Figure 1. Port wiring (run 1).
(4 px per µm)
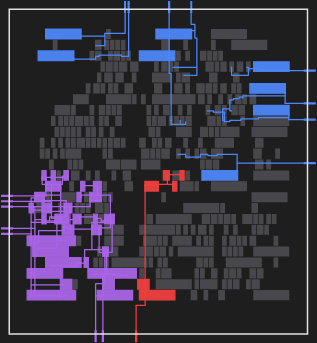
Figure 2. Zoomed window (run 1).
Region (46, 51) to (66, 71) µm. Cells in grey, sequential cells in the stronger grey; small squares are vias.
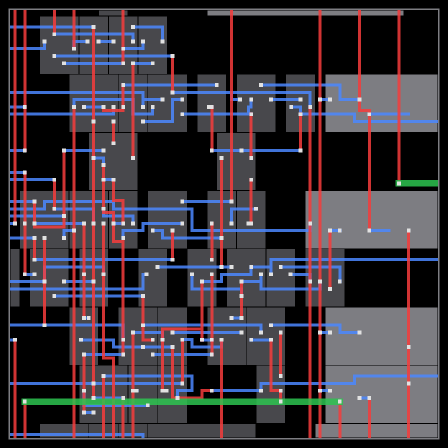
Figure 3. Metal 2 (run 1).
(4 px per µm)
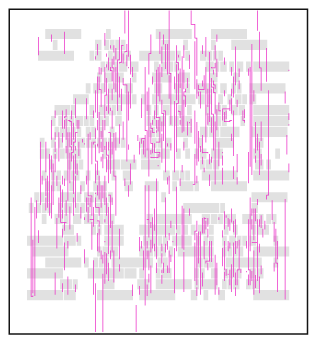
===== config.mk =====
export PLATFORM = sky130hd
export DESIGN_NAME = seg_capture_multi
export DESIGN_NICKNAME = d
export VERILOG_FILES = /design/src/rtl/seg_pkg.sv /design/src/rtl/seg_decode7.sv /design/src/rtl/seg_capture_multi.sv
export SDC_FILE = /design/constraint.sdc
export NUM_CORES = 1
export LEC_CHECK = 0
export ABC_AREA = 1
export ABC_CLOCK_PERIOD_IN_PS = 5110
export CORE_ASPECT_RATIO = 1.1
export CORE_MARGIN = 4
export CORE_UTILIZATION = 48
export DETAILED_ROUTE_END_ITERATION = 7
export DONT_BUFFER_PORTS = 1
export PLACE_DENSITY = 0.61
export SETUP_SLACK_MARGIN = 0.02
export SLEW_MARGIN = 25
export SYNTH_ARGS = -nofsm -noshare
export SYNTH_HDL_FRONTEND = slang
export SYNTH_SLANG_ARGS = --single-unit

===== constraint.sdc =====
create_clock -name clock -period 5.11 [get_ports clock]
set_input_delay 0.7665 -clock clock [delete_from_list [all_inputs] [get_ports clock]]
set_output_delay 0.7665 -clock clock [all_outputs]
set_load 0.02 [all_outputs]

===== src/rtl/seg_pkg.sv =====
// Shared definitions for the multiplexed seven-segment capture block:
// segment patterns, tracker states and the decode result type.
package seg_pkg;

    localparam int unsigned SEG_W = 7;
    localparam int unsigned DIG_W = 4;

    // Active-high patterns, bit0 = a ... bit6 = g
    localparam logic [SEG_W-1:0] SEG_0     = 7'h3F;
    localparam logic [SEG_W-1:0] SEG_1     = 7'h06;
    localparam logic [SEG_W-1:0] SEG_2     = 7'h5B;
    localparam logic [SEG_W-1:0] SEG_3     = 7'h4F;
    localparam logic [SEG_W-1:0] SEG_4     = 7'h66;
    localparam logic [SEG_W-1:0] SEG_5     = 7'h6D;
    localparam logic [SEG_W-1:0] SEG_6     = 7'h7D;
    localparam logic [SEG_W-1:0] SEG_7     = 7'h07;
    localparam logic [SEG_W-1:0] SEG_8     = 7'h7F;
    localparam logic [SEG_W-1:0] SEG_9     = 7'h6F;
    localparam logic [SEG_W-1:0] SEG_A     = 7'h77;
    localparam logic [SEG_W-1:0] SEG_B     = 7'h7C;
    localparam logic [SEG_W-1:0] SEG_C     = 7'h39;
    localparam logic [SEG_W-1:0] SEG_D     = 7'h5E;
    localparam logic [SEG_W-1:0] SEG_E     = 7'h79;
    localparam logic [SEG_W-1:0] SEG_F     = 7'h71;
    localparam logic [SEG_W-1:0] SEG_BLANK = 7'h00;

    typedef enum logic [1:0] {
        TRK_IDLE   = 2'd0,
        TRK_TRACK  = 2'd1,
        TRK_LOCKED = 2'd2
    } trk_state_e;

    typedef struct packed {
        logic [DIG_W-1:0] code;
        logic             is_blank;
        logic             is_invalid;
    } seg_dec_t;

endpackage


===== src/rtl/seg_decode7.sv =====
// Combinational active-high seven-segment pattern to hex decoder.
module seg_decode7
    import seg_pkg::*;
(
    input  logic [SEG_W-1:0] seg,
    output seg_dec_t         dec_c
);

    always_comb begin
        dec_c            = '0;
        dec_c.is_blank   = 1'b0;
        dec_c.is_invalid = 1'b0;
        case (seg)
            SEG_0:     dec_c.code = 4'h0;
            SEG_1:     dec_c.code = 4'h1;
            SEG_2:     dec_c.code = 4'h2;
            SEG_3:     dec_c.code = 4'h3;
            SEG_4:     dec_c.code = 4'h4;
            SEG_5:     dec_c.code = 4'h5;
            SEG_6:     dec_c.code = 4'h6;
            SEG_7:     dec_c.code = 4'h7;
            SEG_8:     dec_c.code = 4'h8;
            SEG_9:     dec_c.code = 4'h9;
            SEG_A:     dec_c.code = 4'hA;
            SEG_B:     dec_c.code = 4'hB;
            SEG_C:     dec_c.code = 4'hC;
            SEG_D:     dec_c.code = 4'hD;
            SEG_E:     dec_c.code = 4'hE;
            SEG_F:     dec_c.code = 4'hF;
            SEG_BLANK: dec_c.is_blank = 1'b1;
            default:   dec_c.is_invalid = 1'b1;
        endcase
    end

endmodule


===== src/rtl/seg_capture_multi.sv =====
// Captures a multiplexed seven-segment bus into per-digit hex values with a
// stability filter. Optional decimal-point capture via `define SEGCAP_DP_EN.
module seg_capture_multi
    import seg_pkg::*;
#(
    parameter int unsigned NUM_DIGITS     = 2,
    parameter int unsigned SEL_W          = 1,
    parameter int unsigned SEG_ACTIVE_LOW = 1,
    parameter int unsigned STABLE_CYCLES  = 4,
    parameter int unsigned CNT_W          = 8
) (
    input  logic                        clock,
    input  logic                        reset_n,
    input  logic [SEG_W-1:0]            seg_in,
    input  logic [SEL_W-1:0]            digit_sel,
    input  logic                        clear_err,
`ifdef SEGCAP_DP_EN
    input  logic                        dp_in,
    output logic [NUM_DIGITS-1:0]       digit_dp,
`endif
    output logic [DIG_W*NUM_DIGITS-1:0] digit_val,
    output logic [NUM_DIGITS-1:0]       digit_valid,
    output logic [NUM_DIGITS-1:0]       digit_err,
    output logic                        any_err,
    output logic                        update
);

    localparam logic [1:0]       IDLE     = TRK_IDLE;
    localparam logic [1:0]       TRACK    = TRK_TRACK;
    localparam logic [1:0]       LOCKED   = TRK_LOCKED;
    localparam logic [CNT_W-1:0] STABLE_N = CNT_W'(STABLE_CYCLES);
    localparam logic [CNT_W-1:0] CNT_ONE  = CNT_W'(1);

    logic [SEG_W-1:0]            samp_seg;
    logic [SEL_W-1:0]            samp_sel;
    logic [1:0]                  state_q;
    logic [1:0]                  state_nxt;
    logic [CNT_W-1:0]            cnt_q;
    logic [CNT_W-1:0]            cnt_nxt;
    logic                        same_c;
    logic                        sel_ok_c;
    logic                        restart_c;
    logic                        commit_c;
    logic                        changed_c;
    logic [SEG_W-1:0]            seg_norm_c;
    seg_dec_t                    dec_c;
    logic [DIG_W*NUM_DIGITS-1:0] val_nxt;
    logic [NUM_DIGITS-1:0]       valid_nxt;
    logic [NUM_DIGITS-1:0]       err_nxt;
`ifdef SEGCAP_DP_EN
    logic                        samp_dp;
    logic                        dp_norm_c;
    logic [NUM_DIGITS-1:0]       dp_nxt;
`endif

    // The sample register holds the previous sample; the tracker judges the
    // incoming sample so a commit lands on the same edge that samples it.
    always_ff @(posedge clock or negedge reset_n) begin
        if (!reset_n) begin
            samp_seg <= '0;
            samp_sel <= '0;
`ifdef SEGCAP_DP_EN
            samp_dp  <= 1'b0;
`endif
        end else begin
            samp_seg <= seg_in;
            samp_sel <= digit_sel;
`ifdef SEGCAP_DP_EN
            samp_dp  <= dp_in;
`endif
        end
    end

    assign seg_norm_c = (SEG_ACTIVE_LOW != 0) ? ~seg_in : seg_in;
    assign sel_ok_c   = ({1'b0, digit_sel} < (SEL_W+1)'(NUM_DIGITS));
`ifdef SEGCAP_DP_EN
    assign dp_norm_c  = (SEG_ACTIVE_LOW != 0) ? ~dp_in : dp_in;
    assign same_c     = (seg_in == samp_seg) && (digit_sel == samp_sel) && (dp_in == samp_dp);
`else
    assign same_c     = (seg_in == samp_seg) && (digit_sel == samp_sel);
`endif

    seg_decode7 u_decode (
        .seg   (seg_norm_c),
        .dec_c (dec_c)
    );

    always_ff @(posedge clock or negedge reset_n) begin
        if (!reset_n) begin
            state_q <= IDLE;
            cnt_q   <= '0;
        end else begin
            state_q <= state_nxt;
            cnt_q   <= cnt_nxt;
        end
    end

    // Tracker: a fresh pattern restarts the count at 1; reaching STABLE_N commits
    always_comb begin
        state_nxt = state_q;
        cnt_nxt   = cnt_q;
        restart_c = 1'b0;
        commit_c  = 1'b0;
        if (!sel_ok_c) begin
            state_nxt = IDLE;
            cnt_nxt   = '0;
        end else begin
            case (state_q)
                IDLE: restart_c = 1'b1;
                TRACK: begin
                    if (same_c) begin
                        cnt_nxt = cnt_q + CNT_ONE;
                        if (cnt_nxt == STABLE_N) begin
                            commit_c  = 1'b1;
                            state_nxt = LOCKED;
                        end
                    end else begin
                        restart_c = 1'b1;
                    end
                end
                LOCKED: restart_c = !same_c;
                default: begin
                    state_nxt = IDLE;
                    cnt_nxt   = '0;
                end
            endcase
        end
        if (restart_c) begin
            state_nxt = TRACK;
            cnt_nxt   = CNT_ONE;
            if (STABLE_N == CNT_ONE) begin
                commit_c  = 1'b1;
                state_nxt = LOCKED;
            end
        end
    end

    // Commit: apply the decoded sample to the selected digit
    always_comb begin
        val_nxt   = digit_val;
        valid_nxt = digit_valid;
        err_nxt   = clear_err ? '0 : digit_err;
`ifdef SEGCAP_DP_EN
        dp_nxt    = digit_dp;
`endif
        for (int i = 0; i < int'(NUM_DIGITS); i++) begin
            if (commit_c && (digit_sel == SEL_W'(i))) begin
                if (dec_c.is_invalid) begin
                    err_nxt[i] = 1'b1;
                end else if (dec_c.is_blank) begin
                    valid_nxt[i] = 1'b0;
`ifdef SEGCAP_DP_EN
                    dp_nxt[i]    = dp_norm_c;
`endif
                end else begin
                    val_nxt[DIG_W*i +: DIG_W] = dec_c.code;
                    valid_nxt[i]              = 1'b1;
`ifdef SEGCAP_DP_EN
                    dp_nxt[i]                 = dp_norm_c;
`endif
                end
            end
        end
`ifdef SEGCAP_DP_EN
        changed_c = (val_nxt != digit_val) || (valid_nxt != digit_valid) || (dp_nxt != digit_dp);
`else
        changed_c = (val_nxt != digit_val) || (valid_nxt != digit_valid);
`endif
    end

    always_ff @(posedge clock or negedge reset_n) begin
        if (!reset_n) begin
            digit_val   <= '0;
            digit_valid <= '0;
            digit_err   <= '0;
            any_err     <= 1'b0;
            update      <= 1'b0;
`ifdef SEGCAP_DP_EN
            digit_dp    <= '0;
`endif
        end else begin
            digit_val   <= val_nxt;
            digit_valid <= valid_nxt;
            digit_err   <= err_nxt;
            any_err     <= |err_nxt;
            update      <= changed_c;
`ifdef SEGCAP_DP_EN
            digit_dp    <= dp_nxt;
`endif
        end
    end

endmodule


==> results.txt, run 1 <==
The following summarizes the physical implementation.

Synth
Sorting the Yosys area breakdown by cell type puts at the top dfrtp_1. The net count after synthesis is 365. The yosys stat cell total is 353.

The gate-level netlist out of Yosys references 27 unique cell types.

Finish
The post-route utilization of the core is recorded as a little over half. The fraction of final layout cells with drive strength greater than 1 is 11.7%. The number of nets at the end of the flow is 370. In this run the layout overhead on the synthesized area is reported as 7.52%.

0 antenna diodes ended up in the layout.

Final timing
The number of max-slew violations in the final report is 0. The maximum frequency from static timing analysis is 440 MHz. The transition time recorded at the tightest slew-check pin is roughly 490 ps. The worst setup skew after layout is about 8.3 ps. The accumulated negative setup slack is 0 ps. Of the available clock period, the critical path in the final layout requires 44.4%.

Die
The share of the core area taken by cells at floorplan is 49.7%.

Global routing
The overall overflow remaining after global route is 0. The overall global routing resource usage is 19.6%. On met3, the global router reports a usage of 4.08%. The first global-routing pass estimated 9.23 mm of wire.

Drt
The final antenna-violating net count is 0. The DRC violation count after routing is 0. The initial detailed-routing violation count is 180.

Critical path
The delay of the slowest critical-path stage is roughly 440 ps. In this run the critical path is formed by ha_1 -> nand3_1 -> o21bai_1 -> nand2_1 -> nor2_1 -> nand3_1 -> nor3_2 -> nand2_1 -> nand2_1 -> nand2_1 -> nand2_1 -> nor2_1 -> nand3_1. The critical path in this run is classified as reg2reg. The element type at the critical path end is a flip-flop.

The endpoint arrival time on the critical path is 2490 ps. The report shows a maximum critical-path fanout of 6. The cell with the biggest individual delay on the critical path is nor3_2.

Clocking
Counting the buffers created by CTS gives 5. The source-to-sink clock delay at the later pin of the worst-skew pair is 290 ps. In this run the deepest clock path goes through 2 buffers. After clock tree synthesis, the setup repair step added 0 buffers. Post-CTS repair changed the size of 0 cells.

The post-CTS hold buffer count recorded in the log is 0. The CTS root buffer is clkbuf_8.

Placement
The final weighted congestion of routability-driven global placement is 0.901.

Job
The tool flagged a number of max-cap violations equal to 0.

Min path
The class of the tightest hold or removal check is in2async.

Run status
The flow ran to the end, and the final reports show no timing, DRC or antenna violations.
Back to the opening pictures, Figure 1:
| port | colour | bits | direction | edge | end cells | wire |
|---|---|---|---|---|---|---|
| digit_sel | red | 1 | input | bottom | 6 | 53.0 µm |
| seg_in | purple | 7 | input | 5 left, 2 bottom | 41 | 384 µm |
| digit_val | blue | 8 | output | 4 top, 4 right | 8 | 235 µm |
count of buffers inserted at the top-level ports: 0
number of ports placed on the die boundary: 25

Back to the opening pictures, Figure 2:
| layer | colour |
|---|---|
| M2 | red |
| M3 | green |
| M1 | blue |
cells with their middle in the window: 38
most frequent: nand2_1 (9), inv_1 (7), nand3_1 (5)
sequential cells in the window: 4
netlist names of flops here include: digit_val (3), any_err (1)

Back to the opening pictures, Figure 3:
share of all routed wire: 45%
longest straight run: 32.6 µm
total routed wirelength: 5.18 mm
met2 demand-to-capacity share in global routing: 30.9%
total via count in the routed design: 2163

run 1: sequential cells by signal (all words and copies together), names as in the netlist:
signal,cells
any_err,1
cnt_q,8
digit_err,2
digit_val,8
digit_valid,2
samp_seg,7
samp_sel,1
state_q,2
update,1
run 1: area by class of cell:
| cell class | instances | area, µm² |
|---|---|---|
| clock inverter | 1 | 30.0 |
| multi-input combinational | 272 | 1310 |
| inverter | 47 | 179 |
| sequential | 32 | 801 |
| fill | 480 | 2170 |
| clock buffer | 7 | 96.3 |
| tap | 56 | 70.1 |
run 1: synth_stat cells:
master / instances
a21oi_1: 1
buf_6: 2
dfrtp_1: 32
ha_1: 1
inv_1: 42
inv_2: 4
inv_4: 1
nand2_1: 120
nand2_2: 7
nand2_4: 2
nand3_1: 21
nand3_2: 2
nand3_4: 1
nand4_1: 12
nor2_1: 46
nor2_2: 9
nor2_4: 4
nor3_1: 2
nor3_2: 2
o211ai_1: 1
o21ai_0: 21
o21ai_1: 4
o21ai_2: 1
o21bai_1: 1
o22ai_1: 6
or2_2: 1
xnor2_1: 7
run 1: metrics by stage:
| stage | instances | total power [W] | worst slack (ps) | hold WS [ps] | area [µm²] |
|---|---|---|---|---|---|
| 3_3_place_gp | 407 | 0.000311 | 2680 | 472 | 2360 |
| 2_1_floorplan | 353 | 0.000306 | 2820 | 471 | 2310 |
| 3_5_place_dp | 407 | 0.000311 | 2680 | 472 | 2360 |
| 4_1_cts | 415 | 0.000581 | 2890 | 158 | 2490 |
| 5_1_grt | 415 | 0.000596 | 2560 | 149 | 2490 |
| 6_report | 415 | 0.000575 | 2840 | 167 | 2490 |
run 1: cell families (layout without fill, tap and decap cells):
kind of cell | count (synthesis) | count (layout) | share of synthesized area [%]
AOI/OAI and AO/OA | 35 | 35 | 8.28
xor gates and xnor gates | 7 | 7 | 2.65
adders and majority gates | 1 | 1 | 0.541
buffers and inverters | 49 | 55 | 8.71
DFF | 32 | 32 | 34.6
and+or+nand+nor | 229 | 229 | 45.2
run 1: power breakdown:
group | total [W] | leakage, nW | internal, W | switching (W)
Sequential | 0.000258 | 0.413 | 0.000257 | 0.00000152
Combinational | 0.0000480 | 0.836 | 0.0000171 | 0.0000308
Clock | 0.000269 | 0.0645 | 0.000172 | 0.0000969
Total | 0.000575 | 1.31 | 0.000446 | 0.000129
run 1: path summary, 6_finish.rpt:
path | startpoint | to | cells after the start
worst min-delay path | reset_n | cnt_q[4]$_DFFE_PN0P_ | 0
worst max register to register | cnt_q[1]$_DFFE_PN0P_ | update$_DFF_PN0_ | 13
min in group clock | digit_sel | samp_sel$_DFF_PN0_ | 0
worst max-delay path | cnt_q[1]$_DFFE_PN0P_ | update$_DFF_PN0_ | 13
worst min register to register | state_q[0]$_DFFE_PN0P_ | cnt_q[0]$_DFFE_PN0P_ | 1
max in group asynchronous | reset_n | update$_DFF_PN0_ | 0
run 1: metal layers:
layer	part of all wire [%]	up-vias
li1	-	1129
met1	48	970
met2	45	55
met3	5.6	9
met4	1.8	0
met5	0	-
run 1: critical path, delay by kind of cell, from the launching register on:
kind	cells	cell delay, ps
flops	1	390
compound gates	1	140
simple gates	11	1450
fa+ha+maj	1	210
--- run 2 (diff from run 1) ---
ABC_CLOCK_PERIOD_IN_PS = 2000   (was 5110)
PLACE_DENSITY = 0.63   (was 0.61)
clock period = 2 ns   (was 5.11 ns; I/O delays follow)
Figure 4. Zoomed window (run 2).
Region (46, 51) to (66, 71) µm. Cells in grey, sequential cells in the stronger grey; small squares are vias.
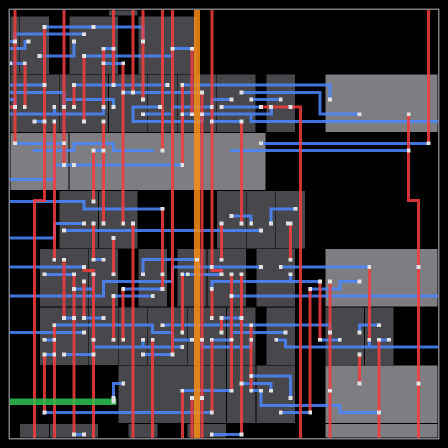
| layer | colour |
|---|---|
| M1 | blue |
| M3 | green |
| M4 | orange |
| M2 | red |
netlist names of flops here include: digit_val (3), update (1)
most frequent: nand2_1 (8)
cells with their middle in the window: 37
sequential cells in the window: 4

Figure 5. Signal wires by layer (run 2).
(8 px per µm) Only two layers are drawn.
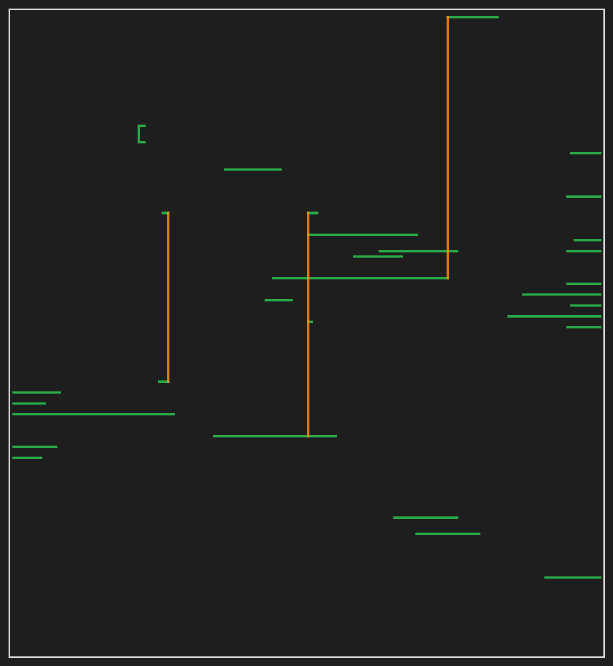
| layer | colour | wire length |
|---|---|---|
| M4 | orange | 81.6 µm |
| M3 | green | 198 µm |
GRT Util Overall: 19.1%
total via count in the routed design: 2160
post-detailed-route wirelength per cell: 12.2 µm
total routed wirelength: 5.18 mm

Figure 6. Metal 2 (run 2).
(4 px per µm)
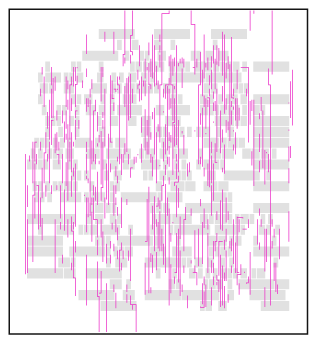
main direction: vertical
wire length on this layer: 2480 µm
longest straight run: 55.1 µm
nets with wire on the layer: 292
met2 demand-to-capacity share in global routing: 32.4%

==> results.txt, run 2 <==
The following summarizes the physical implementation.

Power and ir drop
The cell internal power dissipation is 0.000982 W. The combinational power share is approximately 11%. The share of power burned in the clock network is 38.7%.

The power report attributes to the sequential group a share of roughly half.

Critical path
The worst setup path startpoint is cnt_q[1]$_DFFE_PN0P_. The endpoint arrival time on the critical path is 2170 ps. Counting both buffers and inverters, the worst setup path holds a total of 2. The STA report counts the stages on the worst setup path as 13. The signal on the critical path passes through ha_4 -> nand3_1 -> o21bai_1 -> nand2_1 -> nor2_2 -> nand3_4 -> nor3_2 -> buf_4 -> buf_4 -> nand4_1 -> nand3_1 -> nor2_1 -> nand3_1. The critical path class is reg2reg.

The critical register-to-register path startpoint is cnt_q[1]$_DFFE_PN0P_. The element type at the critical path end is a flip-flop.

Synth
Summed over all instances, the cell type with the most area after synthesis is dfrtp_1. The most used flip-flop cell is dfrtp_1. The async set-reset flop share out of synthesis is 100%. The post-synth tally of flip-flops with integrated enable is 0. The yosys stat cell total is 353.

Global routing
The first global-routing pass estimated 8.98 mm of wire.

Final timing
The final clock period utilization by the worst path is a little over nine tenths. Derived from the worst setup path, the maximum achievable clock frequency is 513 MHz. Adding up every negative setup slack in the final design gives 0 ps. In the final report, the number of pins over their slew limit comes to 0.

Job
In this run the maximum-capacitance check reported violations numbering 0.

Die
The initial utilization of the core area, before any placement, comes to between 40% and 50%.

Placement
The number of I/O port buffers is 0. The placement summary gives the final routability congestion estimate as 0.873.

Finish
The number of nets at the end of the flow is 379. The largest registers in the layout are cnt_q (8), digit_val (8), samp_seg (7). The fraction of final layout cells with drive strength greater than 1 is between 15 and 20%.

The register cell area after layout is 802 µm². The combined area of the multi-input logic cells is 1380 µm².

Clocking
The CTS root buffer is clkbuf_8. CTS reports a maximum clock tree buffer depth of 2. At the later pin of the worst-skew pair, clock insertion delay measures 280 ps.

Min path
The type recorded for the worst min-delay path is in2reg. The cell depth of the worst min-delay path is 0.

Drt
For this block, the initial DRC count from the detailed router was 125.

Run status
The flow ran to the end, and the final reports show no timing, DRC or antenna violations.
## run 2: netlist changes by cell type in the layout (fill, tap and decap cells not counted), sizes merged
cell         before  now
clkinv            0    2
bufinv            1    0
buf               0    8
dlygate4sd3       0    1
clkbuf            7    6
## run 2: logic make-up after synthesis
group                      after synthesis  synth area share (%)
and+or+nand+nor                        229                  45.2
buffers and inverters                   49                  8.71
AOI/OAI and AO/OA                       35                  8.28
DFF                                     32                  34.6
xor gates and xnor gates                 7                  2.65
adders and majority gates                1                 0.541
## run 2: final cells by class
class / count / share of cell area, %
Clock inverter: 2 / 0.384
Inverter: 47 / 6.87
Clock buffer: 6 / 3.17
Multi-Input combinational cell: 272 / 52.9
Timing Repair Buffer: 9 / 3.17
Tap cell: 56 / 2.69
Sequential cell: 32 / 30.8
## run 2: power by group through the flow
stage          clock (W)  sequential, W  combinational [W]
5_1_grt         0.000555       0.000660           0.000168
3_3_place_gp           0       0.000672           0.000125
2_1_floorplan          0       0.000672           0.000110
6_report        0.000509       0.000660           0.000146
4_1_cts         0.000522       0.000660           0.000146
3_5_place_dp           0       0.000672           0.000126
## run 2: worst min path at each step
| stage | slack (ps) | endpoint |
|---|---|---|
| finish | 50 | samp_seg[2]$_DFF_PN0_ |
| global route | 30 | samp_seg[2]$_DFF_PN0_ |
| CTS | 40 | samp_seg[2]$_DFF_PN0_ |
| detailed placement | 5 | cnt_q[4]$_DFFE_PN0P_ |
| global placement | 5 | cnt_q[3]$_DFFE_PN0P_ |
| floorplan | 4 | any_err$_DFF_PN0_ |
## run 2: what timing repair did
| item | CTS | global route |
|---|---|---|
| hold endpoints to repair | 32 | 0 |
| setup buffers | 1 | 1 |
| cloned | 0 | 0 |
| hold buffers | 2 | 0 |
| pin swaps | 1 | 2 |
| setup endpoints to repair | 4 | 10 |
| gates resized | 5 | 17 |
## run 2: metal layers
metal / track usage [%] / part of all wire (%) / wire (µm) / vias to the layer above
met4: 5.62 / 1.6 / 81 / 0
met3: 3.71 / 3.8 / 197 / 8
met1: 24.4 / 47 / 2430 / 969
met2: 32.4 / 48 / 2480 / 38
met5: 0 / 0 / 0 / -
li1: - / - / - / 1145
## run 2: metrics by stage
stage               instances  cell area (µm²)  total power, W  hold WS [ps]
floorplan                 353             2310        0.000782          4.41
global placement          412             2400        0.000797          5.19
detailed placement        412             2400        0.000798          5.15
CTS                       423             2540         0.00133          38.9
global route              424             2610         0.00138          25.8
finish                    424             2610         0.00131          47.4
Power figures rest on the tool's default switching activity, not on a simulated workload.
